## src/rtl/imc_pkg.sv

```systemverilog
// Shared types and constants for the IMC MAC sequencer: FSM state encoding,
// ext_state codes and default parameter values.
package imc_pkg;

  typedef enum logic [2:0] {
    ST_IDLE  = 3'd0,
    ST_PRECH = 3'd1,
    ST_FETCH = 3'd2,
    ST_DRIVE = 3'd3,
    ST_SENSE = 3'd4,
    ST_ACCUM = 3'd5,
    ST_OUT   = 3'd6,
    ST_DONE  = 3'd7
  } state_t;

  localparam logic [1:0] EXT_IDLE    = 2'd0;
  localparam logic [1:0] EXT_COMPUTE = 2'd1;
  localparam logic [1:0] EXT_OUTPUT  = 2'd2;
  localparam logic [1:0] EXT_DONE    = 2'd3;

  localparam int DEF_DATA_W    = 32;
  localparam int DEF_NUM_CH    = 4;
  localparam int DEF_SA_W      = 4;
  localparam int DEF_ACC_W     = 12;
  localparam int DEF_LEN_W     = 8;
  localparam int DEF_SETTLE_W  = 4;
  localparam int DEF_PRECH_CYC = 2;

  function automatic logic [1:0] ext_of(input state_t s);
    case (s)
      ST_IDLE: ext_of = EXT_IDLE;
      ST_OUT:  ext_of = EXT_OUTPUT;
      ST_DONE: ext_of = EXT_DONE;
      default: ext_of = EXT_COMPUTE;
    endcase
  endfunction

endpackage

```

## src/rtl/imc_acc_lane.sv

```systemverilog
// One sense-amp lane: capture register plus accumulator.
// IMC_SAT_EN selects saturating accumulation with overflow flag; otherwise wraps.
module imc_acc_lane #(
  parameter int SA_W  = 4,
  parameter int ACC_W = 12
) (
  input  logic             clk,
  input  logic             reset_n,
  input  logic             clr,
  input  logic             cap_en,
  input  logic             acc_en,
  input  logic [SA_W-1:0]  sa,
  output logic [ACC_W-1:0] acc,
  output logic             ovf
);

  logic [SA_W-1:0] cap;

  always_ff @(posedge clk or negedge reset_n) begin
    if (!reset_n)    cap <= '0;
    else if (clr)    cap <= '0;
    else if (cap_en) cap <= sa;
  end

`ifdef IMC_SAT_EN
  logic [ACC_W:0] sum;
  assign sum = {1'b0, acc} + {{(ACC_W+1-SA_W){1'b0}}, cap};

  always_ff @(posedge clk or negedge reset_n) begin
    if (!reset_n) begin
      acc <= '0;
      ovf <= 1'b0;
    end else if (clr) begin
      acc <= '0;
      ovf <= 1'b0;
    end else if (acc_en) begin
      if (sum[ACC_W]) begin
        acc <= '1;
        ovf <= 1'b1;
      end else begin
        acc <= sum[ACC_W-1:0];
      end
    end
  end
`else
  always_ff @(posedge clk or negedge reset_n) begin
    if (!reset_n)    acc <= '0;
    else if (clr)    acc <= '0;
    else if (acc_en) acc <= acc + ACC_W'(cap);
  end

  assign ovf = 1'b0;
`endif

endmodule

```

## src/rtl/imc_mac_sequencer.sv

```systemverilog
// Job sequencer for the SRAM in-memory-compute array: precharge, fetch, drive,
// sense and accumulate per vector. Optional saturation via IMC_SAT_EN.
//
// state | meaning
// IDLE  | waiting for start
// PRECH | bitline clamp/precharge, PRECH_CYC cycles
// FETCH | waiting for an input-buffer word
// DRIVE | wordline driven, cfg_settle+1 cycles
// SENSE | wordline + sense-amp strobe, results captured
// ACCUM | lanes accumulate, vector counter advances
// OUT   | result presented until ob_ready
// DONE  | one-cycle completion pulse
module imc_mac_sequencer
  import imc_pkg::*;
#(
  parameter int DATA_W    = DEF_DATA_W,
  parameter int NUM_CH    = DEF_NUM_CH,
  parameter int SA_W      = DEF_SA_W,
  parameter int ACC_W     = DEF_ACC_W,
  parameter int LEN_W     = DEF_LEN_W,
  parameter int SETTLE_W  = DEF_SETTLE_W,
  parameter int PRECH_CYC = DEF_PRECH_CYC
) (
  input  logic                    clk,
  input  logic                    reset_n,
  input  logic                    start,
  input  logic                    abort,
  input  logic [LEN_W-1:0]        cfg_len,
  input  logic [SETTLE_W-1:0]     cfg_settle,
  input  logic [DATA_W-1:0]       ib_data,
  input  logic                    ib_valid,
  output logic                    ib_ready,
  output logic                    en_vclp,
  output logic                    wl_en,
  output logic [DATA_W-1:0]       wl_data,
  output logic                    sa_en,
  input  logic [NUM_CH*SA_W-1:0]  sa_data,
  output logic [NUM_CH*ACC_W-1:0] ob_data,
  output logic                    ob_valid,
  input  logic                    ob_ready,
  output logic                    mac_starting,
  output logic                    done,
  output logic                    ovf,
  output logic [1:0]              ext_state,
  output logic [2:0]              int_state
);

  localparam int PW    = $clog2(PRECH_CYC + 1);
  localparam int TMR_W = (SETTLE_W > PW) ? SETTLE_W : PW;

  generate
    if (ACC_W < SA_W) begin : g_bad_acc_w
      $error("imc_mac_sequencer: ACC_W must be >= SA_W");
    end
    if (PRECH_CYC < 1) begin : g_bad_prech
      $error("imc_mac_sequencer: PRECH_CYC must be >= 1");
    end
  endgenerate

  state_t              state, state_nxt;
  logic [TMR_W-1:0]    tmr;
  logic [LEN_W-1:0]    cnt, len_q;
  logic [LEN_W-1:0]    cnt_inc;
  logic [SETTLE_W-1:0] settle_q;
  logic                clr, cap_en, acc_en;
  logic [NUM_CH-1:0]   lane_ovf;

  assign cnt_inc = cnt + 1'b1;
  assign clr     = (state == ST_IDLE) && start;
  assign cap_en  = (state == ST_SENSE) && !abort;
  assign acc_en  = (state == ST_ACCUM) && !abort;

  always_comb begin
    state_nxt = state;
    case (state)
      ST_IDLE:  if (start) state_nxt = (cfg_len == '0) ? ST_OUT : ST_PRECH;
      ST_PRECH: if (tmr == '0) state_nxt = ST_FETCH;
      ST_FETCH: if (ib_valid) state_nxt = ST_DRIVE;
      ST_DRIVE: if (tmr == '0) state_nxt = ST_SENSE;
      ST_SENSE: state_nxt = ST_ACCUM;
      ST_ACCUM: state_nxt = (cnt_inc == len_q) ? ST_OUT : ST_PRECH;
      ST_OUT:   if (ob_ready) state_nxt = ST_DONE;
      ST_DONE:  state_nxt = ST_IDLE;
      default:  state_nxt = ST_IDLE;
    endcase
    if (abort && state != ST_IDLE) state_nxt = ST_IDLE;
  end

  always_ff @(posedge clk or negedge reset_n) begin
    if (!reset_n) begin
      state        <= ST_IDLE;
      tmr          <= '0;
      cnt          <= '0;
      len_q        <= '0;
      settle_q     <= '0;
      wl_data      <= '0;
      mac_starting <= 1'b0;
    end else begin
      state        <= state_nxt;
      mac_starting <= clr;
      if (clr) begin
        len_q    <= cfg_len;
        settle_q <= cfg_settle;
        cnt      <= '0;
      end else if (acc_en) begin
        cnt <= cnt_inc;
      end
      if (state != ST_PRECH && state_nxt == ST_PRECH) tmr <= TMR_W'(PRECH_CYC - 1);
      else if (state != ST_DRIVE && state_nxt == ST_DRIVE) tmr <= TMR_W'(settle_q);
      else if (tmr != '0) tmr <= tmr - 1'b1;
      // a handshake that coincides with abort is accepted but dropped
      if (state == ST_FETCH && ib_valid && !abort) wl_data <= ib_data;
    end
  end

  assign en_vclp   = (state == ST_PRECH);
  assign ib_ready  = (state == ST_FETCH);
  assign wl_en     = (state == ST_DRIVE) || (state == ST_SENSE);
  assign sa_en     = (state == ST_SENSE);
  assign ob_valid  = (state == ST_OUT);
  assign done      = (state == ST_DONE);
  assign ext_state = ext_of(state);
  assign int_state = state;
  assign ovf       = |lane_ovf;

  generate
    for (genvar i = 0; i < NUM_CH; i++) begin : g_lane
      imc_acc_lane #(
        .SA_W  (SA_W),
        .ACC_W (ACC_W)
      ) u_lane (
        .clk     (clk),
        .reset_n (reset_n),
        .clr     (clr),
        .cap_en  (cap_en),
        .acc_en  (acc_en),
        .sa      (sa_data[i*SA_W +: SA_W]),
        .acc     (ob_data[i*ACC_W +: ACC_W]),
        .ovf     (lane_ovf[i])
      );
    end
  endgenerate

endmodule

```

## config.mk

```make
export PLATFORM = sky130hd
export DESIGN_NAME = imc_mac_sequencer
export DESIGN_NICKNAME = d
export VERILOG_FILES = /design/src/rtl/imc_pkg.sv /design/src/rtl/imc_acc_lane.sv /design/src/rtl/imc_mac_sequencer.sv
export SDC_FILE = /design/constraint.sdc
export NUM_CORES = 1
export LEC_CHECK = 0
export CAP_MARGIN = 0
export CORE_ASPECT_RATIO = 0.7
export CORE_MARGIN = 4
export CORE_UTILIZATION = 55
export CTS_BUF_LIST = sky130_fd_sc_hd__clkbuf_2
export DETAILED_ROUTE_END_ITERATION = 10
export PLACE_DENSITY = 0.95
export SYNTH_ARGS = -nofsm -noshare
export SYNTH_HDL_FRONTEND = slang
export SYNTH_SLANG_ARGS = --single-unit
```

## constraint.sdc

```tcl
create_clock -name clk -period 5.7 [get_ports clk]
set_clock_uncertainty 0.2 [all_clocks]
set_input_delay 1.14 -clock clk [delete_from_list [all_inputs] [get_ports clk]]
set_output_delay 1.14 -clock clk [all_outputs]
set_load 0.01 [all_outputs]
```

==> results.py, run 1 <==
# Metrics from the implementation run
metrics = {
    "status": {
        "status": "completed",
    },
    "power": {
        "top_power_group": "registers",
        "p_comb_w": 0.000942,
        "power.net_switching_w": 0.0009482,
        "ir_drop_v": 0.0002523,
        "power_per_cell_area_nw_per_um2": 341.3,
        "total_leakage_power_nw": 3.569,
        "sw_frac_of_total": 0.3368,
        "internal_power_w": 0.001867,
    },
    "critical_path": {
        "setup.worst_path.start_class": "flip-flop",
        "critical_path.startpoint": "int_state[2]",
        "crit_family": "flip-flops",
        "crit_arrival_ps": 2490,
        "crit_path_cell_trace": "nor3b_1, o21bai_1, clkdlybuf4s50_1",
        "beginning_of_the_worst_register_to_register_path": "int_state[1]",
        "timing.critical_path.buf_inv": 1,
        "type_of_the_setup_path_with_the_least_slack": "reg2out",
        "critical_path.max_stage_delay_ps": 770,
        "worstReg2RegEnd": "g_lane[1].u_lane.acc[9]",
    },
    "global_routing": {
        "grt_first_pass_wirelength_mm": 27.84,
        "grt_max_degree": 64,
        "grt.met3_usage": 0.06832,
        "overflow": 0,
        "antenna_found_initial": 1,
        "gr-usage-all-layers": 0.2631,
    },
    "layout": {
        "comb_cells": 444,
        "layout.clock_buffers": 17,
        "layout.cells.most_common_list": "sky130_fd_sc_hd__clkdlybuf4s50_1, sky130_fd_sc_hd__dfrtp_1, sky130_fd_sc_hd__nand2_1",
        "stdcell_count": 936,
        "num_antenna_cells": 1,
        "inverters": 20,
        "largestClassByArea": "registers",
        "finish.instance_area_um2": 8248,
        "number_of_flip_flops_in_the_largest_register": 48,
        "registers.top_by_ff_count": "g_lane.u_lane.acc",
        "sequential_cell_total": 124,
        "seq-cell-share": 0.3762,
        "area.sequential_um2": 3103,
        "clock_area_frac": 0.03701,
    },
    "clocking": {
        "tritoncts_num_sinks": 124,
        "quantity_of_gates_resized_following_cts": 0,
        "clock_latency_ps": 680,
        "cts_max_level": 4,
        "cts-root-buf": "sky130_fd_sc_hd__clkbuf_2",
        "cts.reportedPaths.clkPinSlew_ps": 210,
        "holdBufCountCts": 0,
        "cts_setup_buffers": 0,
    },
    "synth": {
        "top_area_cell": "sky130_fd_sc_hd__dfrtp_1",
        "post_synth_ao_oa_area_fraction": 0.1340,
        "yosys.stat.chipArea_um2": 6295,
        "yosys.cell_count.top_type": "sky130_fd_sc_hd__dfrtp_1",
        "yosys.stat.seqShare": 0.4929,
        "yosys_adder_share": 0.04850,
        "synth_cells": 622,
        "ys_seq_elements": 124,
        "number_of_cells_in_the_yosys_synthesis_report": 622,
        "post_synth.cell_area_avg_um2": 10.12,
        "top_area_frac": 0.4929,
        "synthTopCellsByCount": "sky130_fd_sc_hd__dfrtp_1, sky130_fd_sc_hd__nand2_1, sky130_fd_sc_hd__o21ai_0",
    },
    "floorplan": {
        "die_width_um": 135.9,
        "chip_area_um2": 13250,
        "placeableCoreArea_um2": 11090,
        "taps": 153,
        "initCoreUtil": 0.5676,
    },
    "drt": {
        "highest-signal-layer": "met4",
        "drtAntennaViolNets": 0,
        "dr.first_iter.drc_count": 454,
        "routed-wl-met2_mm": 8.330,
        "wl_met3_mm": 1.383,
    },
    "job": {
        "cap_viol_max_count": 0,
        "warning_count": 26,
    },
    "placed_design": {
        "globalplace.congestion": 0.8672,
        "detailed_place.area_um2": 7940,
        "dp_worst_setup_slack_ps": 1738,
    },
    "sta": {
        "timing.setup.tns_ps": 0,
        "report.final.setup_viol": 0,
    },
}
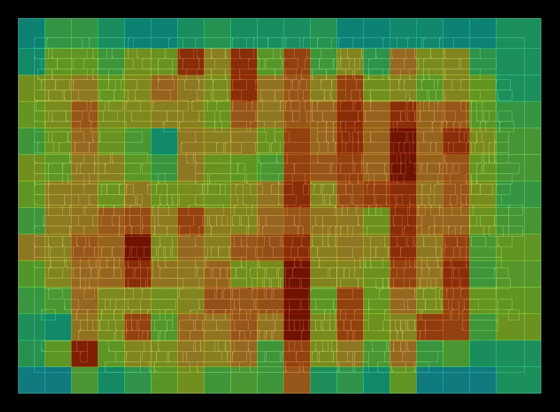
Run 1: routing congestion
routed length per placed instance: 18.07 µm
met2 demand-to-capacity share in global routing: 0.4346
met1 Use GR: 0.3380
core utilization of the finished layout: 0.7437
peak-usage layer in the global routing report: met2

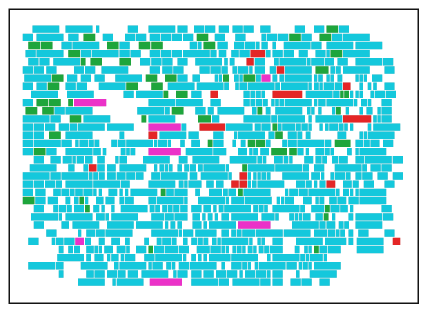
Run 1: sizing map
(3 px per µm)
color	size	cells	share
green	_2 cells	60	7.7%
cyan	_0 and _1 cells	700	90%
red	_3 and _4 cells	15	1.9%
magenta	_6 and larger	7	0.90%
non-clock buffer count: 162
layout-stage area growth over the synthesis result: 31.03%

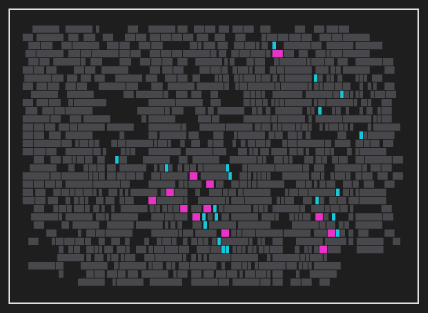
Run 1: gate families picked out
(3 px per µm)
color	family	cells
magenta	AND-OR and OR-AND gates	12
cyan	inverters	20

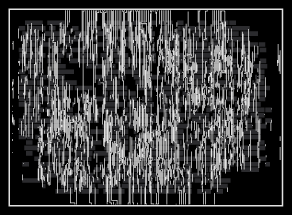
Run 1: the metal 2 layer
(2 px per µm) Cells faint in the background.
wire length on this layer	8330 µm
share of all routed wire	49%
longest straight run	33.2 µm
main direction	vertical
nets with wire on the layer	778
final wirelength: 16.92 mm
via count: 5440

Run 1, metal 3:
(2 px per µm)
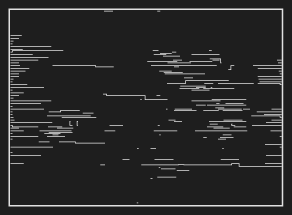

==> run 1 -> run 2 <==
--- a/config.mk
+++ b/config.mk
@@ -8,10 +8,10 @@
 export CAP_MARGIN = 0
 export CORE_ASPECT_RATIO = 0.7
 export CORE_MARGIN = 4
-export CORE_UTILIZATION = 55
+export CORE_UTILIZATION = 51
 export CTS_BUF_LIST = sky130_fd_sc_hd__clkbuf_2
 export DETAILED_ROUTE_END_ITERATION = 10
-export PLACE_DENSITY = 0.95
+export PLACE_DENSITY = 0.93
 export SYNTH_ARGS = -nofsm -noshare
 export SYNTH_HDL_FRONTEND = slang
 export SYNTH_SLANG_ARGS = --single-unit
==> constraint.sdc (replaced) <==
create_clock -name clk -period 3.65 [get_ports clk]
set_clock_uncertainty 0.2 [all_clocks]
set_input_delay 0.73 -clock clk [delete_from_list [all_inputs] [get_ports clk]]
set_output_delay 0.73 -clock clk [all_outputs]
set_load 0.01 [all_outputs]
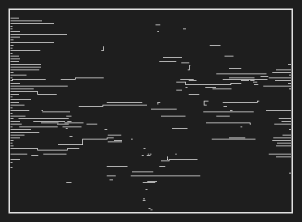
Run 2: metal 3
(2 px per µm)
main direction	horizontal
nets with wire on the layer	132

==> run 2 against run 1 <==
  * Clock power increased by 56%
  * Worst hold slack got worse by 7.1 ps
  * Final area increased by 0.74%
  * Critical endpoint unchanged
  * Setup slack got worse by 1600 ps
  * Core utilization is 4.5 points lower
  * Sequential share of layout area fell by 0.28 points
  * Flip-flop count stayed put
  * Highest routed layer unchanged
  * Via count up 0.51%
==> results.py, run 2 <==
# Metrics from the implementation run
metrics = {
    "status": {
        "status": "completed",
    },
    "drt": {
        "dr.first_iter.drc_count": 352,
        "wire_per_inst_um": 18.37,
        "wl_met3_mm": 1.233,
        "drtAntennaViolNets": 0,
        "num_vias": 5468,
        "routed-wl-met2_mm": 8.239,
        "highest-signal-layer": "met4",
    },
    "critical_path": {
        "type_of_the_setup_path_with_the_least_slack": "reg2out",
        "setup.worst_path.start_class": "flip-flop",
        "critical_path.max_stage_delay_ps": 740,
        "worstReg2RegEnd": "g_lane[1].u_lane.acc[9]",
        "crit_path_cell_trace": "nor3b_1, o21bai_1, clkdlybuf4s50_1",
        "beginning_of_the_worst_register_to_register_path": "int_state[1]",
        "timing.critical_path.buf_inv": 1,
        "critical_path.startpoint": "int_state[2]",
    },
    "clocking": {
        "tritoncts_num_sinks": 124,
        "clock_latency_ps": 660,
        "cts.reportedPaths.clkPinSlew_ps": 200,
        "quantity_of_gates_resized_following_cts": 0,
        "holdBufCountCts": 1,
        "cts-root-buf": "sky130_fd_sc_hd__clkbuf_2",
    },
    "global_routing": {
        "overflow": 0,
        "met1_use_gr": 0.3277,
        "gr-usage-all-layers": 0.2480,
        "grt_use_met2": 0.3996,
        "grt_busiest_layer": "met2",
    },
    "synth": {
        "yosys.stat.chipArea_um2": 6295,
        "post_synth.cell_area_avg_um2": 10.12,
        "yosys.cell_count.top_type": "sky130_fd_sc_hd__dfrtp_1",
        "top_area_frac": 0.4929,
        "synthTopCellsByCount": "sky130_fd_sc_hd__dfrtp_1, sky130_fd_sc_hd__nand2_1, sky130_fd_sc_hd__o21ai_0",
        "ys_seq_elements": 124,
        "synth_cells": 622,
        "yosys_adder_share": 0.04850,
    },
    "placed_design": {
        "dp_worst_setup_slack_ps": 460.5,
        "detailed_place.area_um2": 7993,
    },
    "layout": {
        "syn_to_final_growth_pct": 32.00,
        "finish.instance_area_um2": 8309,
        "layout.cells.most_common_list": "sky130_fd_sc_hd__clkdlybuf4s50_1, sky130_fd_sc_hd__dfrtp_1, sky130_fd_sc_hd__nand2_1",
        "inverters": 20,
        "layout.clock_buffers": 17,
        "num_antenna_cells": 0,
        "stdcell_count": 943,
        "sequential_cell_total": 124,
        "largestClassByArea": "registers",
    },
    "power": {
        "p_comb_w": 0.00149,
        "total_leakage_power_nw": 3.600,
        "top_power_group": "registers",
        "power.net_switching_w": 0.001484,
    },
    "job": {
        "cap_viol_max_count": 0,
    },
    "floorplan": {
        "taps": 157,
        "placeableCoreArea_um2": 11890,
    },
    "sta": {
        "timing.setup.tns_ps": 0,
    },
}
==> run 2 -> run 3 <==
--- a/config.mk
+++ b/config.mk
@@ -5,6 +5,7 @@
 export SDC_FILE = /design/constraint.sdc
 export NUM_CORES = 1
 export LEC_CHECK = 0
+export ABC_CLOCK_PERIOD_IN_PS = 3650
 export CAP_MARGIN = 0
 export CORE_ASPECT_RATIO = 0.7
 export CORE_MARGIN = 4
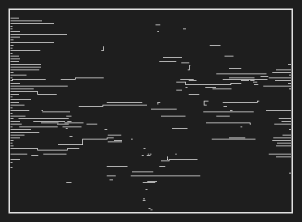
Run 3: metal 3
(2 px per µm)
nets with wire on the layer	132
share of all routed wire	7.1%
longest straight run	34.5 µm
main direction	horizontal
wire length on this layer	1230 µm
via count: 5468
final wirelength: 17.32 mm
GR met3 Demand/Resource: 0.06449

==> run 3 against run 2 <==
  * First-iteration DRC count unchanged
  * Non-clock buffer count unchanged
  * Die area unchanged
  * Via count unchanged
  * Combinational power about the same
  * Global-route usage unchanged
  * Register-to-register slack about the same
==> results.py, run 3 <==
# Metrics from the implementation run
metrics = {
    "drt": {
        "vias_per_cell": 5.799,
        "wl_met3_mm": 1.233,
        "drtAntennaViolNets": 0,
        "dr.pass1.iters": 5,
        "highest-signal-layer": "met4",
        "dr.first_iter.drc_count": 352,
        "wire_per_inst_um": 18.37,
        "routed-wl-met2_mm": 8.239,
    },
    "critical_path": {
        "worstReg2RegEnd": "g_lane[1].u_lane.acc[9]",
        "critical_path.startpoint": "int_state[2]",
        "setup.worst_path.start_class": "flip-flop",
        "critical_path.max_stage_delay_ps": 740,
        "timing.critical_path.buf_inv": 1,
        "type_of_the_setup_path_with_the_least_slack": "reg2out",
        "rrSetupSlack_ps": 860,
        "crit_path_cell_trace": "nor3b_1, o21bai_1, clkdlybuf4s50_1",
        "beginning_of_the_worst_register_to_register_path": "int_state[1]",
        "crit_arrival_ps": 2430,
    },
    "layout": {
        "inverters": 20,
        "largest_registers_in_the_final_layout": "g_lane.u_lane.acc: 48 flops, wl_data: 32 flops, g_lane.u_lane.cap: 16 flops",
        "stdcell_count": 943,
        "drive_above_1_share": 0.1094,
        "clock_area_frac": 0.03689,
        "finish.instance_area_um2": 8309,
        "sequential_cell_total": 124,
        "num_antenna_cells": 0,
        "layout.clock_buffers": 17,
        "largestClassByArea": "registers",
        "syn_to_final_growth_pct": 32.00,
        "layout.cells.most_common_list": "sky130_fd_sc_hd__clkdlybuf4s50_1, sky130_fd_sc_hd__dfrtp_1, sky130_fd_sc_hd__nand2_1",
    },
    "sta": {
        "report.final.setup_viol": 0,
        "timing.max_slew.rel_slack": 0.3542,
        "period_needed_ps": 3360,
        "timing.setup.tns_ps": 0,
        "hold_violations": 0,
        "max_slew.worst_pin.slew_ps": 968.7,
    },
    "floorplan": {
        "num_io_pins": 159,
        "site_rows": 33,
        "taps": 157,
        "placeableCoreArea_um2": 11890,
    },
    "power": {
        "power.net_switching_w": 0.001484,
        "clock_power_w": 0.00107,
        "power_per_cell_area_nw_per_um2": 530.6,
        "top_power_group": "registers",
        "total_leakage_power_nw": 3.600,
        "clock_power_share": 0.243,
        "pwr.group.sequential_w": 0.00185,
        "p_comb_w": 0.00149,
    },
    "placed_design": {
        "place_hpwl_mm": 12.59,
        "detailed_place.area_um2": 7993,
        "dp_worst_setup_slack_ps": 460.5,
    },
    "synth": {
        "synthTopCellsByCount": "sky130_fd_sc_hd__dfrtp_1, sky130_fd_sc_hd__nand2_1, sky130_fd_sc_hd__o21ai_0",
        "yosys_adder_share": 0.04850,
        "top_cells_by_area": "sky130_fd_sc_hd__dfrtp_1, sky130_fd_sc_hd__nand2_1, sky130_fd_sc_hd__mux2_2",
        "synth.net_count": 710,
        "yosys.cell_count.top_type": "sky130_fd_sc_hd__dfrtp_1",
        "yosys.stat.chipArea_um2": 6295,
        "ys_seq_elements": 124,
        "top_area_frac": 0.4929,
        "synth_cells": 622,
        "netlist_area_um2": 6295,
        "post_synth.cell_area_avg_um2": 10.12,
    },
    "global_routing": {
        "gr-usage-all-layers": 0.2480,
        "met1_use_gr": 0.3277,
        "overflow": 0,
        "grt_max_degree": 76,
        "grt_busiest_layer": "met2",
        "grt_use_met2": 0.3996,
    },
    "clocking": {
        "cts-root-buf": "sky130_fd_sc_hd__clkbuf_2",
        "clock_latency_ps": 660,
        "cts.reportedPaths.clkPinSlew_ps": 200,
        "tritoncts_clock_tree": "built",
        "quantity_of_gates_resized_following_cts": 0,
        "tritoncts_num_sinks": 124,
        "holdBufCountCts": 1,
        "cts_max_level": 4,
    },
    "worst_hold_path": {
        "holdCritStartpoint": "settle_q[0]",
        "worstHoldEndpoint": "settle_q[0]",
    },
    "job": {
        "cap_viol_max_count": 0,
    },
    "status": {
        "status": "completed",
    },
}
Power and IR drop assume default switching activity.
